`config.mk`:
```
export PLATFORM = sky130hd
export DESIGN_NAME = lfsr_scrambler_param_flat
export DESIGN_NICKNAME = d
export VERILOG_FILES = /design/src/rtl/lfsr_pkg.sv /design/src/rtl/lfsr_scrambler_param_if.sv /design/src/rtl/lfsr_keystream_gen.sv /design/src/rtl/lfsr_scrambler_param.sv /design/src/flat_wrapper.sv
export SDC_FILE = /design/constraint.sdc
export NUM_CORES = 1
export LEC_CHECK = 0
export ABC_AREA = 1
export CORE_MARGIN = 2
export CORE_UTILIZATION = 45
export DETAILED_ROUTE_END_ITERATION = 10
export PLACE_DENSITY = 0.92
export SLEW_MARGIN = 40
export SYNTH_ARGS = -nofsm -noshare
export SYNTH_HDL_FRONTEND = slang
export SYNTH_SLANG_ARGS = --single-unit
```
`constraint.sdc`:
```
create_clock -name clk -period 2.3 [get_ports clk]
set_clock_uncertainty 0.2 [all_clocks]
set_input_delay 0.345 -clock clk [delete_from_list [all_inputs] [get_ports clk]]
set_output_delay 0.345 -clock clk [all_outputs]
set_load 0.05 [all_outputs]
```
`src/rtl/lfsr_pkg.sv`:
```
// Shared types, constants and the single-step LFSR helper for the scrambler slice.
package lfsr_pkg;

    localparam int unsigned LFSR_MAX_W = 32;

    localparam logic [7:0]  TAPS_8  = 8'h5A;
    localparam logic [15:0] TAPS_16 = 16'hB400;

    typedef enum logic [0:0] {
        ST_RUN     = 1'b0,
        ST_RECOVER = 1'b1
    } lfsr_fsm_e;

    // One Fibonacci step on a zero-extended state: returns {next_state, feedback_bit}.
    function automatic logic [LFSR_MAX_W:0] lfsr_step(
        input logic [LFSR_MAX_W-1:0] state,
        input logic [LFSR_MAX_W-1:0] taps
    );
        logic fb;
        fb = ^(state & taps);
        return {state[LFSR_MAX_W-2:0], fb, fb};
    endfunction

endpackage

```
`src/rtl/lfsr_scrambler_param_if.sv`:
```
// Valid/ready beat bus for the scrambler: input stream and output stream.
interface lfsr_scrambler_param_if #(
    parameter int unsigned DATA_W = 8
);
    logic              in_valid;
    logic              in_ready;
    logic [DATA_W-1:0] in_data;
    logic              out_valid;
    logic              out_ready;
    logic [DATA_W-1:0] out_data;

    modport master (
        output in_valid, in_data, out_ready,
        input  in_ready, out_valid, out_data
    );

    modport slave (
        input  in_valid, in_data, out_ready,
        output in_ready, out_valid, out_data
    );
endinterface

```
`src/rtl/lfsr_keystream_gen.sv`:
```
// Unrolled DATA_W-step LFSR: per-beat keystream bits and the post-beat state.
module lfsr_keystream_gen
    import lfsr_pkg::*;
#(
    parameter int unsigned LFSR_W = 8,
    parameter int unsigned DATA_W = 8
) (
    input  logic [LFSR_W-1:0] state,
    input  logic [LFSR_W-1:0] taps,
    output logic [DATA_W-1:0] keystream,
    output logic [LFSR_W-1:0] state_next
);

    localparam logic [LFSR_MAX_W-1:0] STATE_MASK = LFSR_MAX_W'((64'd1 << LFSR_W) - 64'd1);

    logic [LFSR_MAX_W-1:0] st;
    logic [LFSR_MAX_W:0]   step;

    // Walk the LFSR DATA_W times; keystream bit j is the feedback of step j.
    always_comb begin
        st        = LFSR_MAX_W'(state);
        step      = '0;
        keystream = '0;
        for (int unsigned j = 0; j < DATA_W; j++) begin
            step         = lfsr_step(st, LFSR_MAX_W'(taps));
            keystream[j] = step[0];
            st           = step[LFSR_MAX_W:1] & STATE_MASK;
        end
        state_next = st[LFSR_W-1:0];
    end

endmodule

```
`src/rtl/lfsr_scrambler_param.sv`:
```
// Additive LFSR scrambler/descrambler with valid/ready flow control, runtime
// seed load and bypass. Define LFSR_ZERO_GUARD_EN to enable all-zero lock-up
// recovery (ST_RECOVER state and sticky lockup_err).
module lfsr_scrambler_param
    import lfsr_pkg::*;
#(
    parameter int unsigned       LFSR_W = 8,
    parameter logic [LFSR_W-1:0] TAPS   = LFSR_W'(TAPS_8),
    parameter logic [LFSR_W-1:0] SEED   = LFSR_W'(1),
    parameter int unsigned       DATA_W = 8
) (
    input  logic                  clk,
    input  logic                  rst_n,
    input  logic                  en,
    input  logic                  seed_load,
    input  logic [LFSR_W-1:0]     seed_val,
    lfsr_scrambler_param_if.slave bus,
    output logic [LFSR_W-1:0]     lfsr_state,
    output logic                  lockup_err
);

    lfsr_fsm_e         fsm;
    logic [LFSR_W-1:0] lfsr_q;
    logic [LFSR_W-1:0] lfsr_d;
    logic [LFSR_W-1:0] ks_state;
    logic [DATA_W-1:0] ks;
    logic              out_valid_q;
    logic [DATA_W-1:0] out_data_q;
    logic              in_ready_c;
    logic              accept_c;
    logic              zero_hit_c;

    lfsr_keystream_gen #(
        .LFSR_W (LFSR_W),
        .DATA_W (DATA_W)
    ) u_keystream (
        .state      (lfsr_q),
        .taps       (TAPS),
        .keystream  (ks),
        .state_next (ks_state)
    );

    assign in_ready_c = (!out_valid_q || bus.out_ready) && !seed_load && (fsm == ST_RUN);
    assign accept_c   = bus.in_valid && in_ready_c;

    // Next LFSR value: recovery beats seed load beats an enabled beat.
    always_comb begin
        lfsr_d = lfsr_q;
        if (fsm == ST_RECOVER) begin
            lfsr_d = SEED;
        end else if (seed_load) begin
            lfsr_d = seed_val;
        end else if (accept_c && en) begin
            lfsr_d = ks_state;
        end
    end

`ifdef LFSR_ZERO_GUARD_EN
    logic lockup_err_q;

    assign zero_hit_c = (fsm == ST_RUN) && (lfsr_d == '0);
    assign lockup_err = lockup_err_q;

    // Sticky lock-up flag, set on the recovery cycle, cleared only by reset.
    always_ff @(posedge clk or negedge rst_n) begin
        if (!rst_n) begin
            lockup_err_q <= 1'b0;
        end else if (fsm == ST_RECOVER) begin
            lockup_err_q <= 1'b1;
        end
    end
`else
    assign zero_hit_c = 1'b0;
    assign lockup_err = 1'b0;
`endif

    // FSM, LFSR and output-beat registers.
    always_ff @(posedge clk or negedge rst_n) begin
        if (!rst_n) begin
            fsm         <= ST_RUN;
            lfsr_q      <= SEED;
            out_valid_q <= 1'b0;
            out_data_q  <= '0;
        end else begin
            lfsr_q <= lfsr_d;
            if (accept_c) begin
                out_valid_q <= 1'b1;
                out_data_q  <= en ? (bus.in_data ^ ks) : bus.in_data;
            end else if (bus.out_ready) begin
                out_valid_q <= 1'b0;
            end
            case (fsm)
                ST_RUN:     if (zero_hit_c) fsm <= ST_RECOVER;
                ST_RECOVER: fsm <= ST_RUN;
                default:    fsm <= ST_RUN;
            endcase
        end
    end

    assign bus.in_ready  = in_ready_c;
    assign bus.out_valid = out_valid_q;
    assign bus.out_data  = out_data_q;
    assign lfsr_state    = lfsr_q;

endmodule
```
`src/flat_wrapper.sv`:
```
// flat-port wrapper written by rule: the top's interface ports become plain ports
module lfsr_scrambler_param_flat import lfsr_pkg::*;
#(
    parameter int unsigned       LFSR_W = 8,
    parameter logic [LFSR_W-1:0] TAPS   = LFSR_W'(TAPS_8),
    parameter logic [LFSR_W-1:0] SEED   = LFSR_W'(1),
    parameter int unsigned       DATA_W = 8
)
  (clk, rst_n, en, seed_load, seed_val, lfsr_state, lockup_err, bus_in_valid, bus_in_data, bus_out_ready, bus_in_ready, bus_out_valid, bus_out_data);
  lfsr_scrambler_param_if #(.DATA_W(DATA_W)) bus_i ();
  input  logic clk;
  input  logic rst_n;
  input  logic en;
  input  logic seed_load;
  input  logic [LFSR_W-1:0] seed_val;
  output logic [LFSR_W-1:0] lfsr_state;
  output logic lockup_err;
  input wire logic [$bits(bus_i.in_valid)-1:0] bus_in_valid;
  input wire logic [$bits(bus_i.in_data)-1:0] bus_in_data;
  input wire logic [$bits(bus_i.out_ready)-1:0] bus_out_ready;
  output wire logic [$bits(bus_i.in_ready)-1:0] bus_in_ready;
  output wire logic [$bits(bus_i.out_valid)-1:0] bus_out_valid;
  output wire logic [$bits(bus_i.out_data)-1:0] bus_out_data;
  assign bus_i.in_valid = bus_in_valid;
  assign bus_i.in_data = bus_in_data;
  assign bus_i.out_ready = bus_out_ready;
  assign bus_in_ready = bus_i.in_ready;
  assign bus_out_valid = bus_i.out_valid;
  assign bus_out_data = bus_i.out_data;
  lfsr_scrambler_param #(.LFSR_W(LFSR_W), .TAPS(TAPS), .SEED(SEED), .DATA_W(DATA_W)) u_core (.clk(clk), .rst_n(rst_n), .en(en), .seed_load(seed_load), .seed_val(seed_val), .bus(bus_i), .lfsr_state(lfsr_state), .lockup_err(lockup_err));
endmodule
```
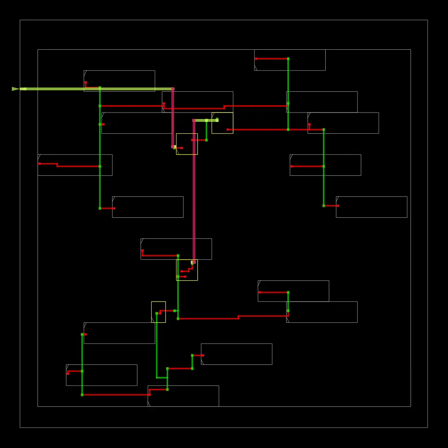
Figure 1: clock routing.
TritonCTS Buffers: 3
Late-Pin Clk Latency: 0.30 ns

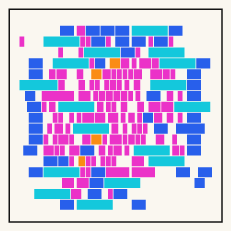
Figure 2: cell classes on the final placement.
(4 px per µm)
Key: clock drivers and dummy loads = orange [cells 4, share of their area 1.9%]; remaining logic cells = magenta [cells 115, share of their area 41%]; remaining buffers and delay cells = blue [cells 43, share of their area 29%]; registers = cyan [cells 17, share of their area 29%]

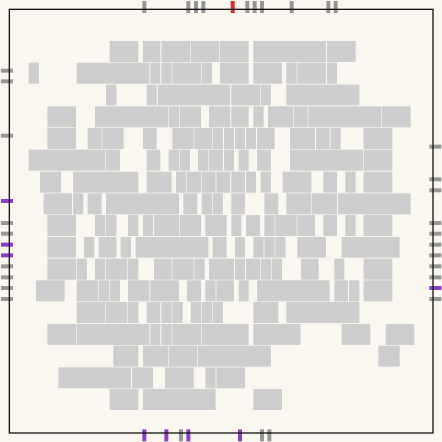
Figure 3: ports around the boundary.
(8 px per µm) Pins as bars across the die edge, other pins in grey.
Key: lfsr_state = purple [pins 8, direction output, edge 4 bottom, 3 left, 1 right]; en = red [pins 1, direction input, edge top]
All pins by edge: 12 left, 11 top, 11 right, 7 bottom.
Die Span Y: 52.8 µm
die outline width: 52.8 µm

==> run notes <==
The full implementation flow was run.

The flow ran to the end, and the final reports show no timing, DRC or antenna violations. The total nets after synthesis stands at 159. The flip-flop and latch count stands at 17.

Per the detail_route log, met3 wirelength is 236 µm. The count of port buffers added during placement stands at 39. After routing the design area is 0.00152 mm². The summed standard-cell area reported by yosys stands at 0.00107 mm². In the global route stage, met2 resource usage came out at 36.3%. The overall via count from detail_route stands at 1,105. The standby leakage power stands at 0.000739 µW. Summed over all nets, the half-perimeter wirelength after detailed placement is 2.28 mm. STA puts the critical path data required time at 1.75 ns. The pin count of the biggest net entering global routing stands at 18.

Measured against the total synthesized area, the mux share comes to 0%. The number of multi-input combinational cells in the layout stands at 98. Per the synth stats, the flop cell with the highest instance count is sky130_fd_sc_hd__dfrtp_1. The arrival time at the worst endpoint stands at 1.69 ns.

The share of the yosys chip area belonging to registers stands at 39.8%. The highest layer touched by signal routing is met4. The commonest cells after synthesis are sky130_fd_sc_hd__nand2_1, sky130_fd_sc_hd__dfrtp_1, sky130_fd_sc_hd__nand3_1. The most critical hold endpoint after final layout shows a slack of 0.163 ns. Buffers outside the clock tree occupy 28.1% of the routed design's cell area. Summed over all nets, the switching power comes to 652 µW. The sequential-cell power consumption stands at 413 µW. The die covers 0.00279 mm². The layout has 3 clock buffers.

The violation tally recorded at the end of detailed-routing iteration 0 is 55. The worst setup path is launched from a flip-flop. Per the detail_route report, vias per standard cell equal 5.34.

The post-route non-filler standard cell count stands at 207. The first global-routing pass estimated 4.44 mm of wire. The script parses the final routing iteration and logs DRC violations as 0. After layout, the worst setup slack is 0.0675 ns.

STA reports a reg2reg setup slack of 0.52 ns. In the setup report, the worst path falls into the class flip-flop to output port. Max-cap violations in this run came to 0. Per the breakdown, switching nets consume 48.1% of all power. The peak ir drop on the vdd network stands at 0.497 mV. The post-synth register bit count is 17. Max fanout on the critical path was recorded as 6.

The worst-case headroom to the max-slew limit stands at 65.9%. In this run the worst setup path begins at u_core.lfsr_state[3]$_DFFE_PN0P_.
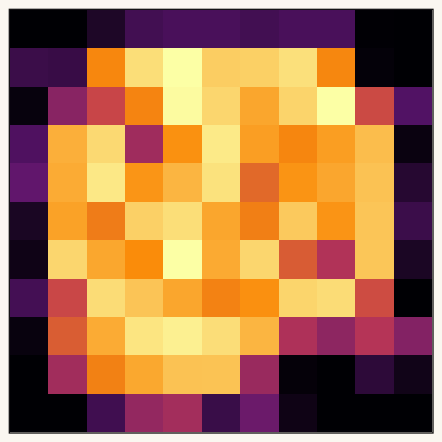
Figure 4: cell density map.
(8 px per µm) The die is cut into 11 by 11 equal tiles; black is low, pale yellow is high, 0 to 100% covered.
12% of the tiles are nearly empty. 44% of the tiles are over 75% full. The mean over all tiles is 53%. The densest ninth of the die: middle.
final design utilization: 68.1%
fp_density: 48.0%
Core Area: 0.00223 mm²

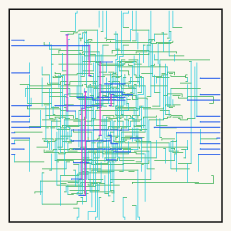
Figure 5: wiring by layer.
(4 px per µm)
Key: M1 = green [wire length 1,170 µm]; M4 = magenta [wire length 91.1 µm]; M2 = cyan [wire length 1,370 µm]; M3 = blue [wire length 237 µm]

Power and IR drop assume default switching activity.
